**src/rtl/riscv_pkg.sv**
```systemverilog
// Shared RISC-V load/store types: memory funct3 encoding, LSU state, byte-enable patterns.
// MISALIGN_TRAP_EN (when defined) makes lsu trap misaligned halves/words instead of accessing memory.
package riscv_pkg;

  typedef enum logic [2:0] {
    F3_LB  = 3'b000,
    F3_LH  = 3'b001,
    F3_LW  = 3'b010,
    F3_LBU = 3'b100,
    F3_LHU = 3'b101
  } funct3_mem_t;

  typedef enum logic [1:0] {
    StIdle,
    StReq,
    StWait,
    StResp
  } lsu_state_t;

  typedef enum logic [1:0] {
    SzByte,
    SzHalf,
    SzWord
  } mem_size_e;

  localparam logic [3:0] BE_BYTE = 4'b0001;
  localparam logic [3:0] BE_HALF = 4'b0011;
  localparam logic [3:0] BE_WORD = 4'b1111;

  // Unlisted funct3 codes (011, 110, 111) fall through to word accesses.
  function automatic mem_size_e mem_size(input logic [2:0] funct3);
    mem_size_e sz;
    case (funct3)
      F3_LB, F3_LBU: sz = SzByte;
      F3_LH, F3_LHU: sz = SzHalf;
      default:       sz = SzWord;
    endcase
    return sz;
  endfunction

  function automatic logic misaligned(input logic [2:0] funct3, input logic [1:0] addr_lo);
    mem_size_e sz;
    sz = mem_size(funct3);
    return ((sz == SzHalf) && addr_lo[0]) || ((sz == SzWord) && (addr_lo != 2'b00));
  endfunction

endpackage

```
**src/rtl/lsu_align.sv**
```systemverilog
// Lane steering for stores (byte enables, replicated data) and lane select/extension for loads.
// Half and word accesses ignore the low address bits they cannot use.
module lsu_align
  import riscv_pkg::*;
(
  input  logic [2:0]  funct3_i,
  input  logic [1:0]  addr_lo_i,
  input  logic [31:0] wdata_i,
  input  logic [31:0] rdata_i,
  output logic [3:0]  be_o,
  output logic [31:0] wdata_o,
  output logic [31:0] rdata_o
);

  mem_size_e   size;
  logic [31:0] shifted;

  always_comb begin
    size    = mem_size(funct3_i);
    be_o    = BE_WORD;
    wdata_o = wdata_i;
    rdata_o = rdata_i;
    shifted = '0;
    unique case (size)
      SzByte: begin
        be_o    = BE_BYTE << addr_lo_i;
        wdata_o = {4{wdata_i[7:0]}};
        shifted = rdata_i >> {addr_lo_i, 3'b000};
        // funct3[2] set selects the zero-extending variants.
        rdata_o = {{24{shifted[7] & ~funct3_i[2]}}, shifted[7:0]};
      end
      SzHalf: begin
        be_o    = BE_HALF << {addr_lo_i[1], 1'b0};
        wdata_o = {2{wdata_i[15:0]}};
        shifted = rdata_i >> {addr_lo_i[1], 4'b0000};
        rdata_o = {{16{shifted[15] & ~funct3_i[2]}}, shifted[15:0]};
      end
      default: ;
    endcase
  end

endmodule

```
**src/rtl/lsu.sv**
```systemverilog
// Load/store unit: latches one MEM-stage request, runs a req/gnt/rvalid memory handshake, returns
// a one-cycle response. Define MISALIGN_TRAP_EN to fault misaligned accesses without touching memory.
module lsu
  import riscv_pkg::*;
#(
  parameter int unsigned ADDR_W = 32
) (
  input  logic              clk,
  input  logic              rst,
  input  logic              req_valid,
  output logic              req_ready,
  input  logic              req_is_store,
  input  logic [2:0]        req_funct3,
  input  logic [ADDR_W-1:0] req_addr,
  input  logic [31:0]       req_wdata,
  input  logic [4:0]        req_rd,
  output logic              mem_req,
  output logic              mem_we,
  output logic [ADDR_W-1:0] mem_addr,
  output logic [31:0]       mem_wdata,
  output logic [3:0]        mem_be,
  input  logic              mem_gnt,
  input  logic              mem_rvalid,
  input  logic [31:0]       mem_rdata,
  output logic              rsp_valid,
  output logic [31:0]       rsp_rdata,
  output logic [4:0]        rsp_rd,
  output logic              rsp_fault,
  output logic              stall
);

  lsu_state_t        state_q, state_d;
  logic              is_store_q;
  logic [2:0]        funct3_q;
  logic [ADDR_W-1:0] addr_q;
  logic [31:0]       wdata_q;
  logic [4:0]        rd_q;
  logic [31:0]       rdata_q;
  logic              accept;
  logic              misalign;
  logic [3:0]        be;
  logic [31:0]       wdata_lane;
  logic [31:0]       ld_data;

  assign accept = req_valid && req_ready;

  lsu_align u_align (
    .funct3_i  (funct3_q),
    .addr_lo_i (addr_q[1:0]),
    .wdata_i   (wdata_q),
    .rdata_i   (mem_rdata),
    .be_o      (be),
    .wdata_o   (wdata_lane),
    .rdata_o   (ld_data)
  );

`ifdef MISALIGN_TRAP_EN
  logic fault_q;

  assign misalign  = misaligned(req_funct3, req_addr[1:0]);
  assign rsp_fault = rsp_valid & fault_q;

  always_ff @(posedge clk or posedge rst) begin
    if (rst) begin
      fault_q <= 1'b0;
    end else if (accept) begin
      fault_q <= misalign;
    end
  end
`else
  assign misalign  = 1'b0;
  assign rsp_fault = 1'b0;
`endif

  always_comb begin
    state_d = state_q;
    unique case (state_q)
      StIdle: if (accept) state_d = misalign ? StResp : StReq;
      StReq:  if (mem_gnt) state_d = is_store_q ? StResp : StWait;
      StWait: if (mem_rvalid) state_d = StResp;
      StResp: state_d = StIdle;
    endcase
  end

  always_ff @(posedge clk or posedge rst) begin
    if (rst) begin
      state_q    <= StIdle;
      is_store_q <= 1'b0;
      funct3_q   <= '0;
      addr_q     <= '0;
      wdata_q    <= '0;
      rd_q       <= '0;
      rdata_q    <= '0;
    end else begin
      state_q <= state_d;
      if (accept) begin
        is_store_q <= req_is_store;
        funct3_q   <= req_funct3;
        addr_q     <= req_addr;
        wdata_q    <= req_wdata;
        rd_q       <= req_rd;
        rdata_q    <= '0;
      end else if ((state_q == StWait) && mem_rvalid) begin
        rdata_q <= ld_data;
      end
    end
  end

  // Memory-side outputs are forced to zero outside REQ so idle/reset values are clean.
  assign mem_req   = (state_q == StReq);
  assign mem_we    = mem_req & is_store_q;
  assign mem_addr  = mem_req ? {addr_q[ADDR_W-1:2], 2'b00} : '0;
  assign mem_be    = mem_req ? be : '0;
  assign mem_wdata = mem_req ? wdata_lane : '0;

  assign rsp_valid = (state_q == StResp);
  assign rsp_rdata = rsp_valid ? rdata_q : '0;
  assign rsp_rd    = rsp_valid ? rd_q : '0;

  assign req_ready = !rst && (state_q == StIdle);
  assign stall     = !rst && (((state_q == StIdle) && req_valid) || (state_q == StReq) ||
                              (state_q == StWait));

endmodule
```
**config.mk**
```make
export PLATFORM = sky130hd
export DESIGN_NAME = lsu
export DESIGN_NICKNAME = d
export VERILOG_FILES = /design/src/rtl/riscv_pkg.sv /design/src/rtl/lsu_align.sv /design/src/rtl/lsu.sv
export SDC_FILE = /design/constraint.sdc
export NUM_CORES = 1
export LEC_CHECK = 0
export CAP_MARGIN = 20
export CORE_MARGIN = 5
export CORE_UTILIZATION = 25
export CTS_BUF_LIST = sky130_fd_sc_hd__clkbuf_8 sky130_fd_sc_hd__clkbuf_16
export CTS_CLUSTER_DIAMETER = 200
export DETAILED_ROUTE_END_ITERATION = 8
export GPL_ROUTABILITY_DRIVEN = 0
export SLEW_MARGIN = 10
export SYNTH_ARGS = -nofsm -noshare
export SYNTH_HDL_FRONTEND = slang
export SYNTH_SLANG_ARGS = --single-unit
export TNS_END_PERCENT = 20
```
**constraint.sdc**
```tcl
create_clock -name clk -period 4 [get_ports clk]
set_clock_uncertainty 0.2 [all_clocks]
set_input_delay 0.6 -clock clk [delete_from_list [all_inputs] [get_ports clk]]
set_output_delay 0.6 -clock clk [all_outputs]
set_load 0.03 [all_outputs]
```
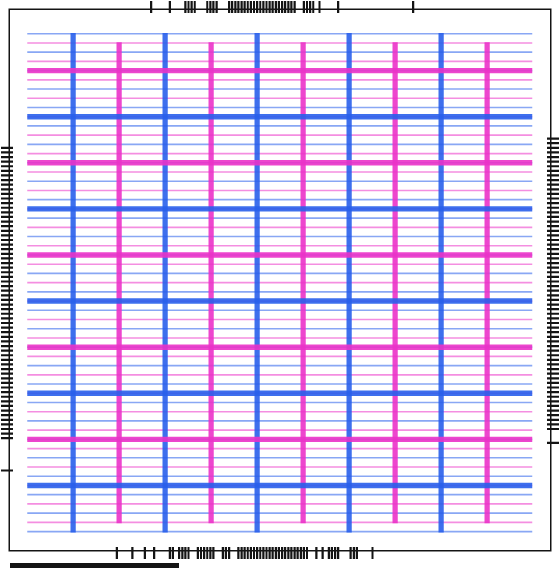
pdn.png
The bar under the picture is 50 um long. Pins as bars on the die edge.
legend:
  magenta:
    net: VDD
  blue:
    net: VSS
met4 straps: 10
met1 rails: 55
rows: 54
worst vdd ir: 0.0003207 V
Core Area: 0.02189 mm^2
Die X: 159.3 um

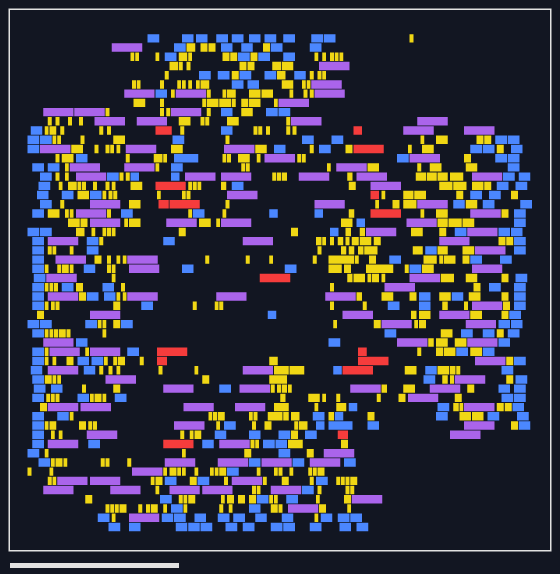
cell_classes.png
The bar under the picture is 50 um long.
legend:
  yellow:
    class: all other logic
    cells: 487
    share_of_their_area: 34%
  purple:
    class: flops
    cells: 107
    share_of_their_area: 34%
  red:
    class: clock drivers and dummy loads
    cells: 16
    share_of_their_area: 3.6%
  blue:
    class: other buffers and delay cells
    cells: 229
    share_of_their_area: 29%
post-route cell area: 0.008307 mm^2
Finished Core Util: 37.95%
std cell rows: 54

==> flow_summary.toml <==
# implementation run metrics
[global_route]
grt_max_degree = 72
grt_use_met2_pct = 23.68
grt.busiest_layer = "met2"
grtUsageMet1_pct = 20.44
grt_overflow = 0
antenna_found_initial = 1
met3_usage_pct = 4.116

[sta]
min_period_over_period_pct = 91.70
setup_tns_ns = 0
rsz0062_at_grt = "no"
relSlewSlack_pct = 33.62
fin_crit_ns = 3.668
fmax_ghz = 0.2726
hold_viol = 0

[job]
openroad.warnings = 30

[worst_setup_path]
max_stage_delay_ns = 0.72
path_depth = 5
criticalPathCategory = "flip-flop to output port"
start_kind = "flip-flop"
cp.required_ns = 3.20
crit_family = "buffers and inverters"
crit_path_top_delay_cell = "ha_2"
reg2reg_depth = 7
cp-end-kind = "output port"

[cts]
clkTransAtPathRegs_ns = 0.08
htree_levels = 3
clk_path_buf_depth = 2
cts_tree = "done"

[detailed_routing]
drt_iter0_markers = 260
dr_wl_met2_um = 9048
wl_met1_um = 8884
post_drt_wl_per_cell_um = 17.51
drc_errors = 0
wirelength_um = 19600
dr.max_layer_used = "met5"
drt_first_pass_iters = 6

[synth]
synth_top_area_share_pct = 48.04
ys_cells = 639
synth.area.top_cells = "dfrtp_1 (48%), nand2_1 (17%), and2_1 (8.9%)"
synthFlopType = "dfrtp_1"
ys_seq_share_pct = 48.04
syn_inst = 639
yosys_area_mm2 = 0.005574
top_area_cell = "dfrtp_1"
top_cells_by_count = "nand2_1 (255), dfrtp_1 (107), and2_1 (79)"
ys_warn_count = 0
async_flop_share_pct = 100.0

[final_layout]
antennaDiodeCount = 0
drive_gt1_share_pct = 5.483
final_common_cell = "nand2_1"

[min_path]
whs_path_depth = 2
hp-class = "flip-flop to flip-flop"

[die]
die_area_mm2 = 0.02538
pin_count = 221

[power]
leakage_uw = 0.003804
p_per_area_mw_per_mm2 = 757.5

[placement]
hpwl_um = 13900

[run_status]
status = "finished clean"
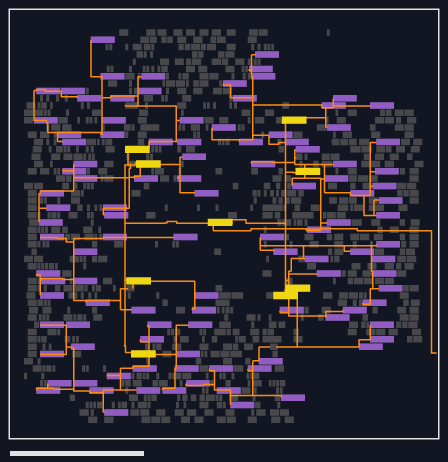
clock_map.png
The bar under the picture is 50 um long.
legend:
  purple:
    item: flip-flops
    count: 107
  orange:
    item: clock wires
    length: 1640 um
  yellow:
    item: cells driving clock nets
    count: 9
routed clock nets: 10
flops lie: spread over the die
clock latency on the worst-skew pair: 0.35 ns
clock network power share: 14.1%
Clock group: 886 uW

## per-stage QoR
stage          hold WS [ns]  util [%]  area, um^2
2_1_floorplan        0.2374         -        5582
3_3_place_gp         0.2496     36.63        8019
3_5_place_dp         0.2546     36.63        8019
4_1_cts              0.2736     37.95        8307
5_1_grt              0.2863     37.95        8307
6_report             0.2704     37.95        8307
## path summary, 6_finish.rpt
check / from / end / slack, ns
worst max register to register: state_q[0] / state_q[0] / 1.42
worst min-delay path: addr_q[20] / addr_q[20] / 0.27
worst min register to register: addr_q[20] / addr_q[20] / 0.27
min in group asynchronous: rst / addr_q[21] / 0.61
max in group asynchronous: rst / wdata_q[3] / 2.22
worst max-delay path: state_q[1] / mem_wdata[8] / 0.33
## area by class of cell
cell class | count | area, um^2
timing repair buffer | 229 | 2285
fill | 2267 | 13580
inverter | 9 | 36.28
clock buffer | 10 | 239.0
multi-input combinational | 478 | 2670
clock inverter | 6 | 48.80
sequential | 107 | 2678
tap | 280 | 350.3
## power breakdown
part	total [uW]	switching (uW)	internal, uW
logic	3450	1990	1460
clock network	886	441	445
registers	1950	373	1580
## sequential cells by signal, indices dropped and copies added, names as in the netlist
name	flops
addr_q	32
rdata_q	32
wdata_q	32
rd_q	5
funct3_q	3
state_q	2
is_store_q	1
## worst reg2reg max path: cells and delay by family (launching register included)
kind / cells / cell delay, ns
AND-OR/OR-AND: 3 / 0.98
buffers and inverters: 2 / 0.52
flip-flops: 1 / 0.41
adder cells (fa/ha/maj): 1 / 0.26
AND/OR/NAND/NOR: 1 / 0.12
## logic make-up after synthesis
logic type,count (synthesis),synth area share (%)
buf+inv,56,4.377
compound gates,80,11.90
fa+ha+maj,5,1.122
simple gates,365,29.61
other cells,1,0.06728
mux,25,4.893
flops,107,48.04
Power figures rest on the tool's default switching activity, not on a simulated workload.
